**Run 1: power grid**

Pins as bars on the die edge. Tap cells in grey.
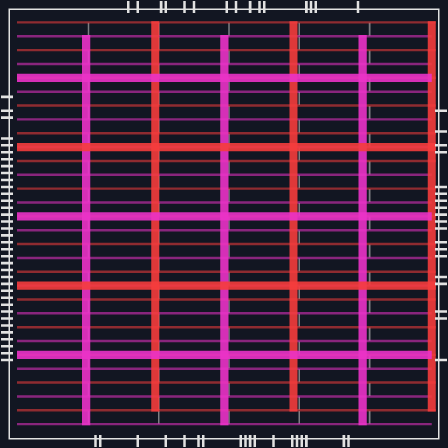
**Run 1: routing congestion**

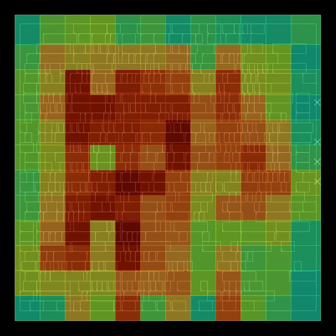
**Run 1: clock distribution**

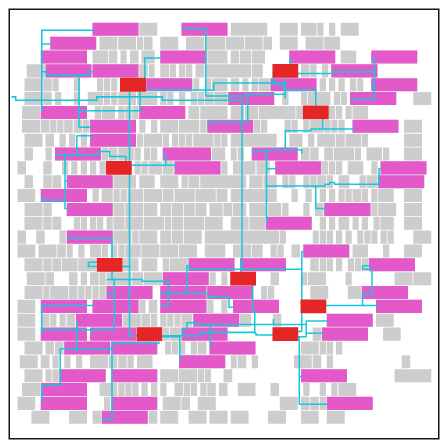
**src/rtl/packet_unpacker.sv**
```systemverilog
// ============================================================================
// Module      : packet_unpacker
// Description : Buffers one header+data packet and streams its data words
//               lowest-first over a valid/ready output, reloading on the
//               last word so consecutive packets stream without a bubble.
// Revision    : 1.0 - initial release
// ============================================================================
`default_nettype none

module packet_unpacker #(
  parameter int DWIDTH = 8,
  parameter int NWORDS = 5,
  parameter int PWIDTH = 47,
  parameter int CWIDTH = 16
) (
  input  logic                                clk,
  input  logic                                rst_n,
  input  logic                                in_valid,
  output logic                                in_ready,
  input  logic [PWIDTH-1:0]                   in_packet,
  output logic                                out_valid,
  input  logic                                out_ready,
  output logic [DWIDTH-1:0]                   out_data,
  output logic [PWIDTH-NWORDS*DWIDTH-1:0]     out_hdr,
  output logic [$clog2(NWORDS)-1:0]           out_idx,
  output logic                                out_last,
  output logic [CWIDTH-1:0]                   pkt_count
);

  localparam int HWIDTH = PWIDTH - NWORDS * DWIDTH;
  localparam int IWIDTH = $clog2(NWORDS);
  localparam logic [IWIDTH-1:0] LAST_IDX = IWIDTH'(NWORDS - 1);

  typedef enum logic [0:0] {
    EMPTY  = 1'b0,
    STREAM = 1'b1
  } state_t;

  state_t              state_q, state_d;
  logic [IWIDTH-1:0]   idx_q, idx_d;
  logic [PWIDTH-1:0]   buf_q, buf_d;
  logic [CWIDTH-1:0]   cnt_q, cnt_d;

  logic                w_last;
  logic [DWIDTH-1:0]   w_word;

  always_ff @(posedge clk or negedge rst_n) begin
    if (!rst_n) begin
      state_q <= EMPTY;
      idx_q   <= '0;
      buf_q   <= '0;
      cnt_q   <= '0;
    end else begin
      state_q <= state_d;
      idx_q   <= idx_d;
      buf_q   <= buf_d;
      cnt_q   <= cnt_d;
    end
  end

  // idx is cleared whenever the buffer empties, so out_last is low in EMPTY
  assign w_last = (idx_q == LAST_IDX);

  always_comb begin
    w_word = '0;
    for (int k = 0; k < NWORDS; k++) begin
      if (idx_q == IWIDTH'(k)) begin
        w_word = buf_q[k*DWIDTH +: DWIDTH];
      end
    end
  end

  always_comb begin
    state_d  = state_q;
    idx_d    = idx_q;
    buf_d    = buf_q;
    cnt_d    = cnt_q;
    in_ready = 1'b0;
    case (state_q)
      EMPTY: begin
        in_ready = 1'b1;
        if (in_valid) begin
          buf_d   = in_packet;
          idx_d   = '0;
          state_d = STREAM;
        end
      end
      STREAM: begin
        in_ready = out_ready && w_last;
        if (out_ready) begin
          if (!w_last) begin
            idx_d = idx_q + IWIDTH'(1);
          end else begin
            cnt_d = cnt_q + CWIDTH'(1);
            idx_d = '0;
            // Same-cycle reload keeps the output busy across packet borders
            if (in_valid) begin
              buf_d = in_packet;
            end else begin
              state_d = EMPTY;
            end
          end
        end
      end
      default: begin
        state_d = EMPTY;
      end
    endcase
  end

  assign out_valid = (state_q == STREAM);
  assign out_data  = w_word;
  assign out_hdr   = buf_q[PWIDTH-1 -: HWIDTH];
  assign out_idx   = idx_q;
  assign out_last  = w_last;
  assign pkt_count = cnt_q;

endmodule

`default_nettype wire

```
**config.mk**
```make
export PLATFORM = sky130hd
export DESIGN_NAME = packet_unpacker
export DESIGN_NICKNAME = d
export VERILOG_FILES = /design/src/rtl/packet_unpacker.sv
export SDC_FILE = /design/constraint.sdc
export NUM_CORES = 1
export LEC_CHECK = 0
export ABC_AREA = 1
export CAP_MARGIN = 0
export CORE_MARGIN = 1
export CORE_UTILIZATION = 51
export CTS_BUF_LIST = sky130_fd_sc_hd__clkbuf_8
export DETAILED_ROUTE_END_ITERATION = 10
export GPL_ROUTABILITY_DRIVEN = 0
export PLACE_DENSITY = 0.94
export SYNTH_ARGS = -nofsm -noshare
export SYNTH_HDL_FRONTEND = slang
export SYNTH_SLANG_ARGS = --single-unit
```
**constraint.sdc**
```tcl
create_clock -name clk -period 2 [get_ports clk]
set_input_delay 0.4 -clock clk [delete_from_list [all_inputs] [get_ports clk]]
set_output_delay 0.4 -clock clk [all_outputs]
set_load 0.01 [all_outputs]
```
==> out/highlights.md, run 1 <==
### Final layout
* nand2_1 (160), clkdlybuf4s50_1 (75), dfrtp_1 (66) — most frequent cells in the layout
* nand2_1 — top logic cell by instance count in the layout
* 20.7% — ratio of cells with drive above 1 in the final layout

### Power and ir drop
* 50.0% — combinational cell fraction of total power
* 35.2% — part of the total power dissipated in sequential elements

### GRT
* 0 — total gr overflow
* 29.7% — Global Route Usage Sum
* 0 — number of antenna violations at the first check in global routing

### Final timing
* -1940 ps — Sum Neg Setup Slack
* 404 ps — slew of the pin with the lowest slew margin
* 8.25 ps — Final Skew
* 2300 ps — minimum clock period
* yes — unrepaired setup endpoints after global routing
* -304 ps — Worst Setup Slack, final
* 8 — number of endpoints failing setup at the final stage

### Critical path
* 11 — depth of the most critical reg-to-reg path
* 1900 ps — arrival time of data at the critical path endpoint
* buf_4, ha_2, ha_4, buf_4, nand2_1, nand2_1, inv_1, a21oi_2, buf_2 — cells along the critical path
* out_idx[1]$_DFFE_PN0P_ — timing startpoint of the critical path

### Routing
* 8 — number of DRC violations after detailed routing

### Die
* 84.0 um — die height

### Outcome
* design-rule violations, negative setup slack — violations in the final reports
* finished with violations — status

### Clocking
* 340 ps — Late-Pin Clk Latency
* 3 — # H-tree levels
* 2 — maximum clock insertion buffer count

### Place
* 6470 um — post-detail-place hpwl

### Hold path
* input pin to asynchronous set/reset pin — Hold WC Path Type

### Yosys
* 67 — synthesis-stage register bit count
* 26 — number of unique standard cell types used by synthesis

### Flow run
* 31 — OpenROAD warning count

Back to the opening pictures, 'power grid':
Key: VDD = red; VSS = magenta
30 met1 rails follow the rows. 6 straps on met4. 88 signal pins sit on the boundary. The core has 29 rows.

Back to the opening pictures, 'routing congestion':
DR WL/cell: 16.2 um
GR peak layer: met2
share of the core filled with cells in the final layout: 75.4%
met3 track demand over resource: 7.91%
GR met1 Demand/Resource: 32.9%

Back to the opening pictures, 'clock distribution':
Key: clock-net drivers = red [count 9]; flip-flops = magenta [count 67]; clock wires = cyan [length 852 um]
There are 10 routed clock nets.

[run 1: repair_timing]
action / CTS / global route
gates resized: 81 / 26
pin swaps: 15 / 12
endpoints found under the setup margin: 61 / 57
cloned: 0 / 1
setup buffers: 4 / 2
[run 1: worst min-delay path by stage]
stage,to,start,depth (start not counted)
floorplan,buf_q[0]$_DFFE_PN0P_,rst_n,0
global placement,buf_q[46]$_DFFE_PN0P_,rst_n,2
detailed placement,buf_q[43]$_DFFE_PN0P_,rst_n,2
CTS,pkt_count[10]$_DFFE_PN0P_,rst_n,2
global route,buf_q[43]$_DFFE_PN0P_,rst_n,2
finish,buf_q[44]$_DFFE_PN0P_,rst_n,2
[run 1: cell families after synthesis]
| logic type | Yosys count | synth area share [%] |
|---|---|---|
| AOI/OAI and AO/OA | 16 | 2.44 |
| xor gates and xnor gates | 9 | 2.30 |
| adders and majority gates | 6 | 2.19 |
| buffers and inverters | 57 | 8.31 |
| DFF | 67 | 48.9 |
| and+or+nand+nor | 284 | 35.9 |
[run 1: metal layers]
metal | track usage, % | part of all wire, % | vias to the layer above | wire, um
met5 | 0 | 0 | - | 0
met4 | 15.7 | 4.3 | 0 | 435
met3 | 7.91 | 6.9 | 38 | 691
met2 | 52.2 | 51 | 161 | 5110
met1 | 32.9 | 38 | 1631 | 3790
li1 | - | - | 1584 | -
[run 1: layout make-up]
| cell class | count | area, sq um |
|---|---|---|
| Inverter | 29 | 121 |
| Multi-Input combinational cell | 316 | 1700 |
| Fill cell | 435 | 1580 |
| Clock buffer | 10 | 138 |
| Sequential cell | 67 | 1680 |
| Clock inverter | 5 | 22.5 |
| Tap cell | 77 | 96.3 |
| Timing Repair Buffer | 114 | 1090 |
[run 1: power by group through the flow]
stage          Clock [mW]  Sequential (mW)  Combinational (mW)
2_1_floorplan           0             2.16                1.49
3_3_place_gp            0             2.22                2.59
3_5_place_dp            0             2.25                2.69
4_1_cts             0.968             2.25                2.93
5_1_grt              1.04             2.33                3.51
6_report            0.955             2.29                3.25
[run 1: cell usage after synthesis (all sizes together)]
master | number | area share, %
a21oi | 8 | 1.2
buf | 21 | 4.4
clkbuf | 7 | 0.77
clkinv | 1 | 0.11
dfrtp | 67 | 49
ha | 6 | 2.2
inv | 28 | 3.1
nand2 | 170 | 19
nand3 | 69 | 10
nand3b | 2 | 0.44
nand4 | 10 | 1.8
nor2 | 25 | 3.1
o21ai | 7 | 1.0
o32ai | 1 | 0.26
or2 | 8 | 1.5
xnor2 | 5 | 1.3
xor2 | 4 | 1.0
[run 1: sequential cells by signal, indices dropped and copies added (netlist names)]
register   count
pkt_count     16
out_valid      1
buf_q         47
out_idx        3
[run 1: metrics by stage]
step / instances / instance area [sq um] / total power, mW / utilization [%]
after detailed placement: 596 / 4410 / 4.94 / 68.6
after global routing: 618 / 4840 / 6.88 / 75.4
after global placement: 596 / 4410 / 4.81 / 68.6
after floorplan: 439 / 3430 / 3.65 / -
after CTS: 615 / 4730 / 6.15 / 73.6
final: 618 / 4840 / 6.49 / 75.4
**Run 1: placed cells, one colour a class**

Bar = 20 um.
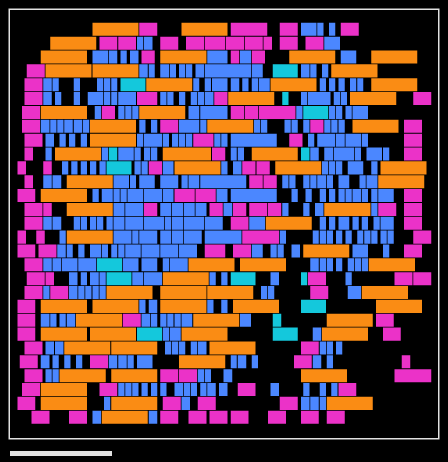

==> run 2: changes to the inputs <==
--- a/config.mk
+++ b/config.mk
@@ -8,11 +8,11 @@
 export ABC_AREA = 1
 export CAP_MARGIN = 0
 export CORE_MARGIN = 1
-export CORE_UTILIZATION = 51
+export CORE_UTILIZATION = 46
 export CTS_BUF_LIST = sky130_fd_sc_hd__clkbuf_8
 export DETAILED_ROUTE_END_ITERATION = 10
 export GPL_ROUTABILITY_DRIVEN = 0
-export PLACE_DENSITY = 0.94
+export PLACE_DENSITY = 0.9
 export SYNTH_ARGS = -nofsm -noshare
 export SYNTH_HDL_FRONTEND = slang
 export SYNTH_SLANG_ARGS = --single-unit
==> constraint.sdc (replaced) <==
create_clock -name clk -period 1.9 [get_ports clk]
set_input_delay 0.38 -clock clk [delete_from_list [all_inputs] [get_ports clk]]
set_output_delay 0.38 -clock clk [all_outputs]
set_load 0.01 [all_outputs]
**Run 2: placed cells, one colour a class**

Bar = 20 um.
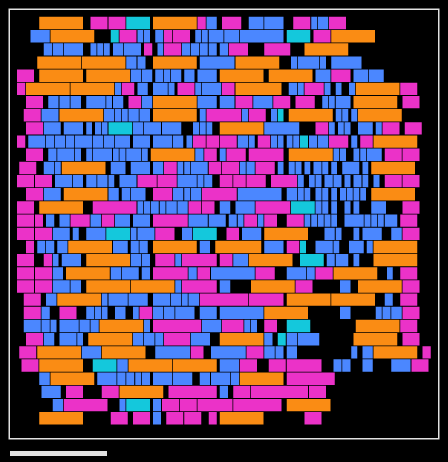
Key: remaining buffers and delay cells = magenta [cells 147]; remaining logic cells = blue [cells 346]; clock drivers and dummy loads = cyan [cells 15]; registers = orange [cells 67]

==> out/highlights.md, run 2 <==
### Outcome
* finished with violations — status
* negative setup slack — violations in the final reports

### Final layout
* 81.3% — share of the core filled with cells in the final layout
* nand2_1 — top logic cell by instance count in the layout
* buf_q — largest register by flop count
* 1680 sq um — Storage cell area
* 40.3% — ratio of cells with drive above 1 in the final layout
* 47 — number of flip-flops under the largest register name
* nand2_1 (85), clkdlybuf4s50_1 (73), dfrtp_1 (65) — most frequent cells in the layout
* 0 — n_diodes

### Final timing
* 11.3 ps — Final Skew
* 10.6 ps — Min Hold Slack
* -735 ps — Worst Setup Slack, final
* 649 ps — slew of the pin with the lowest slew margin
* 74 — number of endpoints failing setup at the final stage
* 2640 ps — minimum clock period
* yes — unrepaired setup endpoints after global routing
* 0 — Final Hold Violating Endpoints

### Power and ir drop
* 8.56 mW — overall power of the completed layout
* 0.000894 V — maximum ir drop on the vdd rail

### Flow run
* 31 — OpenROAD warning count

### Yosys
* 3430 sq um — mapped cell area
* 67 — synthesis-stage register bit count
* 2.44% — complex-gate fraction of the synthesized area
* nand2_1 (168), nand3_1 (68), dfrtp_1 (67) — cell types with the highest counts after synthesis
* 2.30% — parity-gate share of the synthesized area counting xor and xnor cells
* dfrtp_1 — largest area contributor in the synthesized netlist
* simple AND/OR/NAND/NOR gates — dominant kind of combinational cell
* dfrtp_1 (49%), nand2_1 (18%), nand3_1 (9.9%) — synth top area cells
* 0% — mux cell area share after synthesis
* 0 — count of flip-flops with a built-in enable after synthesis
* 35.9% — simple logic cell fraction of the synthesized area
* 48.9% — fraction of post-synthesis cell area in the top cell type by area

### GRT
* 0 — total gr overflow
* 0 — number of antenna violations at the first check in global routing

### Hold path
* input pin to asynchronous set/reset pin — Hold WC Path Type

### Routing
* 22.1 um — DR WL/cell
* 0 — number of DRC violations after detailed routing

### Die
* 88.4 um — die height

### Critical path
* output pin — critical path endpoint category
* 2260 ps — arrival time of data at the critical path endpoint
* out_idx[1]$_DFFE_PN0P_ — timing startpoint of the critical path

### Clocking
* 360 ps — Late-Pin Clk Latency
* 2 — maximum clock insertion buffer count
* 9 — number of buffers added by the clock tree synthesis step

### Place
* 6410 um — post-detail-place hpwl

[run 2: cell count changes in the layout (fill, tap and decap cells not counted), sizes merged]
cell / before / now
buf: 38 / 70
clkdlybuf4s50: 75 / 73
bufbuf: 0 / 1
clkbuf: 11 / 12
dlymetal6s2s: 0 / 1
nand2: 171 / 172
[run 2: through the flow]
stage	setup slack, ps	area, sq um	TNS [ps]	cells
after floorplan	3.75	3440	0	439
after global placement	-404	4470	-12560	621
after detailed placement	-508	4470	-18490	621
after CTS	-395	5250	-6020	663
after global routing	-752	5870	-19920	674
final	-735	5870	-17870	674
[run 2: final timing paths]
kind | depth (start not counted) | endpoint
max in group asynchronous | 2 | out_idx[2]$_DFFE_PN0P_
min in group clk | 2 | buf_q[43]$_DFFE_PN0P_
max | 9 | out_data[2]
max reg2reg | 14 | buf_q[8]$_DFFE_PN0P_
min | 1 | pkt_count[4]$_DFFE_PN0P_
min reg2reg | 2 | buf_q[43]$_DFFE_PN0P_
[run 2: kinds of logic (layout without fill, tap and decap cells)]
family,after synthesis,count (layout)
adder cells (fa/ha/maj),6,6
flip-flops,67,67
XOR/XNOR,9,9
buffers and inverters,57,191
AND/OR/NAND/NOR,284,286
AND-OR/OR-AND,16,16
[run 2: what timing repair did]
action,4_1_cts,5_1_grt
pin swaps,9,37
setup endpoints to repair,69,67
gates resized,103,155
gates cloned,9,4
setup buffers,18,12
[run 2: metal layers]
layer / vias to the layer above / wire [um] / share of wire, % / GRT usage, %
met2: 332 / 7260 / 49 / 56.1
met4: 0 / 1260 / 8.5 / 22.1
met5: - / 0 / 0 / 0
met1: 1861 / 4960 / 33 / 35.3
li1: 1657 / - / - / -
met3: 107 / 1400 / 9.4 / 7.46
[run 2: worst max-delay path, stage by stage, from the launching register on]
cell	delay, ps
dfrtp_1	470
inv_2	170
buf_6	130
ha_4	180
buf_12	120
nand4_1	230
nand3_1	220
nand3_2	90
a21oi_2	120
buf_2	140
[run 2: cell type report]
class,count,share of cell area (%)
inverter,29,2.07
clock inverter,5,0.384
multi-input combinational,317,36.4
timing repair buffer,147,28.1
clock buffer,10,2.35
tap,99,2.11
sequential,67,28.6
[run 2: power by group]
part / total (mW) / leakage (nW) / internal [mW] / switching (mW)
clock network: 1.07 / 0.0943 / 0.486 / 0.588
registers: 2.66 / 0.839 / 1.97 / 0.695
logic: 4.82 / 1.82 / 2.38 / 2.44
Power figures rest on the tool's default switching activity, not on a simulated workload.
